===== src/rtl/gpio_pkg.sv =====
// Shared register offsets and control bit positions for the memory-mapped GPIO hub.
package gpio_pkg;

  localparam logic [2:0] REG_LED   = 3'd0;
  localparam logic [2:0] REG_SW    = 3'd1;
  localparam logic [2:0] REG_BTN   = 3'd2;
  localparam logic [2:0] REG_PRESS = 3'd3;
  localparam logic [2:0] REG_REL   = 3'd4;
  localparam logic [2:0] REG_MASK  = 3'd5;
  localparam logic [2:0] REG_CTRL  = 3'd6;

  localparam int LED_EN_BIT = 0;

endpackage


===== src/rtl/btn_debounce.sv =====
// One button channel: 2-FF synchroniser followed by a stability counter.
// rise/fall strobe in the cycle whose closing edge updates level.
module btn_debounce #(
  parameter int DB_CYCLES = 230000
) (
  input  logic clk,
  input  logic rst_n,
  input  logic raw,
  output logic level,
  output logic rise,
  output logic fall
);

  localparam int CW = $clog2(DB_CYCLES);
  localparam logic [CW-1:0] LAST = CW'(DB_CYCLES - 1);

  logic          sync1;
  logic          sync2;
  logic          stable;
  logic [CW-1:0] cnt;
  logic          accept;

  assign accept = (sync2 != stable) && (cnt == LAST);
  assign level  = stable;
  assign rise   = accept & sync2;
  assign fall   = accept & ~sync2;

  always_ff @(posedge clk or negedge rst_n) begin
    if (!rst_n) begin
      sync1  <= 1'b0;
      sync2  <= 1'b0;
      stable <= 1'b0;
      cnt    <= '0;
    end else begin
      sync1 <= raw;
      sync2 <= sync1;
      if (sync2 == stable) begin
        cnt <= '0;
      end else if (accept) begin
        stable <= sync2;
        cnt    <= '0;
      end else begin
        cnt <= cnt + 1'b1;
      end
    end
  end

endmodule


===== src/rtl/mmio_gpio_hub.sv =====
// Memory-mapped GPIO hub: LEDs, synchronised switches, debounced buttons with
// sticky W1C press/release status and a maskable level interrupt.
module mmio_gpio_hub
  import gpio_pkg::*;
#(
  parameter int LED_W     = 24,
  parameter int SW_W      = 24,
  parameter int BTN_N     = 4,
  parameter int DB_CYCLES = 230000
) (
  input  logic             clk,
  input  logic             rst_n,
  input  logic             io_cs,
  input  logic [2:0]       io_addr,
  input  logic             io_read,
  input  logic             io_write,
  input  logic [31:0]      io_wdata,
  output logic [31:0]      io_rdata,
  input  logic [SW_W-1:0]  switch_i,
  input  logic [BTN_N-1:0] button_i,
  output logic [LED_W-1:0] leds,
  output logic             irq
);

  logic             wr;
  logic             rd;
  logic [LED_W-1:0] led_reg, led_reg_nxt;
  logic             led_en, led_en_nxt;
  logic [LED_W-1:0] leds_q;
  logic [SW_W-1:0]  sw_s1, sw_s2;
  logic [BTN_N-1:0] btn_level, btn_rise, btn_fall;
  logic [BTN_N-1:0] press, rel, mask, mask_nxt;
  logic [BTN_N-1:0] press_clr, rel_clr;
  logic             irq_q;
  logic             unused_wdata;

  assign wr           = io_cs & io_write;
  assign rd           = io_cs & io_read;
  assign unused_wdata = ^io_wdata;

  for (genvar i = 0; i < BTN_N; i++) begin : g_btn
    btn_debounce #(.DB_CYCLES(DB_CYCLES)) u_db (
      .clk  (clk),
      .rst_n(rst_n),
      .raw  (button_i[i]),
      .level(btn_level[i]),
      .rise (btn_rise[i]),
      .fall (btn_fall[i])
    );
  end

  always_comb begin
    led_reg_nxt = led_reg;
    led_en_nxt  = led_en;
    mask_nxt    = mask;
    press_clr   = '0;
    rel_clr     = '0;
    if (wr) begin
      case (io_addr)
        REG_LED:   led_reg_nxt = io_wdata[LED_W-1:0];
        REG_PRESS: press_clr   = io_wdata[BTN_N-1:0];
        REG_REL:   rel_clr     = io_wdata[BTN_N-1:0];
        REG_MASK:  mask_nxt    = io_wdata[BTN_N-1:0];
        REG_CTRL:  led_en_nxt  = io_wdata[LED_EN_BIT];
        default:   ;
      endcase
    end
  end

  // leds follows the post-write register values so a write shows on the same edge.
  always_ff @(posedge clk or negedge rst_n) begin
    if (!rst_n) begin
      led_reg <= '0;
      led_en  <= 1'b1;
      leds_q  <= '0;
      sw_s1   <= '0;
      sw_s2   <= '0;
      press   <= '0;
      rel     <= '0;
      mask    <= '0;
      irq_q   <= 1'b0;
    end else begin
      led_reg <= led_reg_nxt;
      led_en  <= led_en_nxt;
      leds_q  <= led_en_nxt ? led_reg_nxt : '0;
      sw_s1   <= switch_i;
      sw_s2   <= sw_s1;
      // A new edge in the same cycle as its W1C clear keeps the bit set.
      press   <= (press & ~press_clr) | btn_rise;
      rel     <= (rel & ~rel_clr) | btn_fall;
      mask    <= mask_nxt;
      irq_q   <= |(press & mask);
    end
  end

  assign leds = leds_q;
  assign irq  = irq_q;

  always_comb begin
    io_rdata = '0;
    if (rd) begin
      case (io_addr)
        REG_LED:   io_rdata[LED_W-1:0] = led_reg;
        REG_SW:    io_rdata[SW_W-1:0]  = sw_s2;
        REG_BTN:   io_rdata[BTN_N-1:0] = btn_level;
        REG_PRESS: io_rdata[BTN_N-1:0] = press;
        REG_REL:   io_rdata[BTN_N-1:0] = rel;
        REG_MASK:  io_rdata[BTN_N-1:0] = mask;
        REG_CTRL:  io_rdata[LED_EN_BIT] = led_en;
        default:   io_rdata = '0;
      endcase
    end
  end

endmodule


===== config.mk =====
export PLATFORM = sky130hd
export DESIGN_NAME = mmio_gpio_hub
export DESIGN_NICKNAME = d
export VERILOG_FILES = /design/src/rtl/gpio_pkg.sv /design/src/rtl/btn_debounce.sv /design/src/rtl/mmio_gpio_hub.sv
export SDC_FILE = /design/constraint.sdc
export NUM_CORES = 1
export LEC_CHECK = 0
export CAP_MARGIN = 10
export CORE_ASPECT_RATIO = 1.5
export CORE_MARGIN = 2
export CORE_UTILIZATION = 50
export CTS_BUF_LIST = sky130_fd_sc_hd__clkbuf_2
export DETAILED_ROUTE_END_ITERATION = 12
export GPL_ROUTABILITY_DRIVEN = 1
export GPL_TIMING_DRIVEN = 1
export HOLD_SLACK_MARGIN = 0.03
export PLACE_DENSITY_LB_ADDON = 0.2
export SYNTH_ARGS = -nofsm -noshare
export SYNTH_HDL_FRONTEND = slang
export SYNTH_HIERARCHICAL = 1
export SYNTH_SLANG_ARGS = --single-unit

===== constraint.sdc =====
create_clock -name clk -period 2.04 [get_ports clk]
set_input_delay 0.204 -clock clk [delete_from_list [all_inputs] [get_ports clk]]
set_output_delay 0.204 -clock clk [all_outputs]
set_load 0.05 [all_outputs]

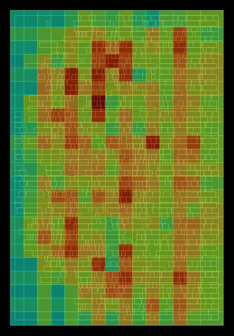
Fig. 1. Congestion heat map.
M2 GR Usage: 0.369
met3 Usage GRT: 0.0434
busiest layer in global routing: met2
Avg WL per Cell: 16.0 um

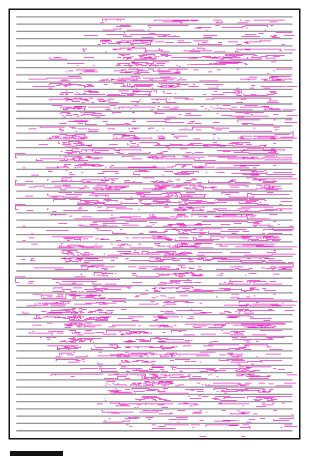
Fig. 2. Metal 1.
Bar = 20 um. Supply wires on this layer in gray.
wire length on this layer: 7,340 um
share of all routed wire: 42%
longest straight run: 34.0 um
nets with wire on the layer: 825
main direction: horizontal

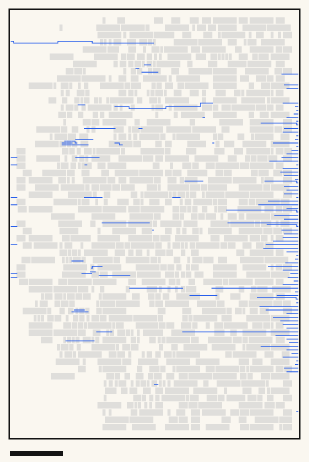
Fig. 3. Metal 3.
Bar = 20 um.
share of all routed wire: 4.7%
longest straight run: 43.2 um
wire length on this layer: 830 um
nets with wire on the layer: 107

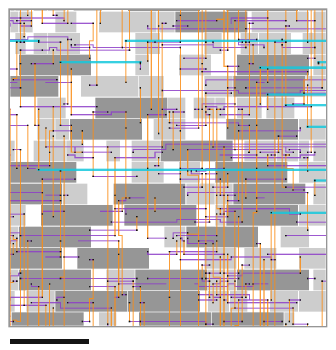
Fig. 4. Close-up of the layout.
Bar = 10 um. Window x 61 to 101, y 20 to 60 um. Cells in gray, sequential cells in the stronger gray; small squares are vias.
| color | layer |
|---|---|
| orange | metal 2 |
| cyan | metal 3 |
| purple | metal 1 |
netlist names of flops here include: sw_s1 (8), led_reg (6), leds (6)
cells with their middle in the window: 88
sequential cells in the window: 29
most frequent: dfrtp_1 (29), nor2b_1 (9)

==> qor.txt <==
status - complete, but fails checks
failing checks - setup timing
net total in the final layout - 947
CTS tree - built
Gates resized, CTS repair - 32
post-placement cell count - 1,006
max_cap viols - 0
Worst Setup EP - io_rdata[0]
DR iter-0 viols - 294
Remaining DRCs - 0
Synth logic family - simple AND/OR/NAND/NOR gates
worst hold start - io_wdata[6]
endpoint of the worst register-to-register path - g_btn[1].u_db/level$_DFFE_PN0P_
area occupied by multi-input gates - 0.00315 mm2
multiplexer share of the synthesized area - 0.0576
vias in the first global route - 6,062
Post-Synthesis Cell Area - 0.00815 mm2
Yosys Instances - 683
post-DP HPWL - 12,200 um
die area - 0.0174 mm2
Reg2Reg Depth - 4
Max-area cell class - registers
Combinational Gates - 452
CTS Buf Count - 17
WHS Endpoint - led_reg[6]$_DFF_PN0_
WP depth - 5
Non-Clock Buffer Count - 197
Worst Path Max Fanout - 2
Worst Setup SP - led_en$_DFF_PN1_
final instance area - 0.0107 mm2
# fillers - 1,238
sequential cell area share - 0.454
fin crit period - 2.32 ns
die width - 108 um
Post-CTS Hold Fix Bufs - 37
yosys xor share - 0.0677
final hold violation count - 0
FP Util - 0.508
fa+ha+maj area frac - 0.00614
detailed-route via count - 5,764
io pins - 125
Worst Hold Path Cells - 2
Clock Tree Root - clkbuf_2
clock tree cell share of total cell area - 0.0213
metal3 WL - 829 um
FF/Latch Area - 0.00486 mm2
clock sink total - 194
Tapcells - 206
setup violators final - 4
Leakage Power - 4.73 nW
placer congestion estimate - 0.842
Via-to-Cell Ratio - 5.26
yosys aoi share - 0.0541
Cell Type Count - 50
first-pass GRT wire length - 29,200 um
clock skew - 0.0349 ns
Top-area cell share - 0.593
metal2 WL - 9180 um
Rel. slew slack - 0.649
OpenROAD warnings - 36
ant diodes - 1
and+or+nand+nor area frac - 0.189
area delta synth->final - 31.4%
Worst R2R Setup Slack - -0.01 ns
crit path launch type - flip-flop
CP cell instances - mux2i_1, o221ai_1, a21oi_1, a311oi_2, buf_12
setup TNS - -0.590 ns
gate count after technology mapping - 683
# Post-CTS Setup Buffers - 7
htree depth - 4
crit path kind - flip-flop to primary output
clock buffers - 18
length of routed wiring on met1 - 7340 um
Largest Register - g_btn.u_db/cnt
largest net degree at the start of global routing - 61
total gr overflow - 0
unrepaired setup endpoints after global routing - true
clk_lat worst skew - 0.74 ns
Detail Route Antenna Nets - 0
buffering overhead - 0.201
GRT Total Usage - 0.211
biggest area consumer among synthesized cells - dfrtp_1
# rows - 57
uppermost layer routed - met4
Critical path buffers and inverters - 1
Worst setup EP type - primary output
max-slew violations - 0
Comb area share - 0.295
worst path arrival time - 2.11 ns
Die Y - 160 um
setup slack after layout - -0.276 ns
## synthesized netlist by cell type, drive strengths merged
cell type,instances
o21ai,11
clkbuf,15
a22oi,22
mux4,2
o221a,1
nor4b,10
and4,6
nand4,25
o31ai,3
mux2i,6
ha,4
a21o,8
or3,5
nor2,98
nand2b,2
dfrtp,193
nor3b,3
nand3,22
nor2b,25
inv,13
and2,3
o21bai,1
nor4,14
nand2,35
or2,1
conb,1
xnor2,37
xor2,26
nor3,16
and3,8
buf,16
dfstp,1
nand3b,2
or4,4
or4b,1
mux2,32
a311oi,1
o221ai,1
a21oi,9
## power breakdown
part           internal [mW]  total, mW  switching, mW  leakage [nW]
Clock                  0.396       1.77           1.37         0.143
Combinational          0.566       1.36          0.792          2.09
Sequential              4.14       4.28          0.141          2.50
Total                   5.11       7.41           2.31          4.73
Power is estimated from default activity; no workload was simulated.
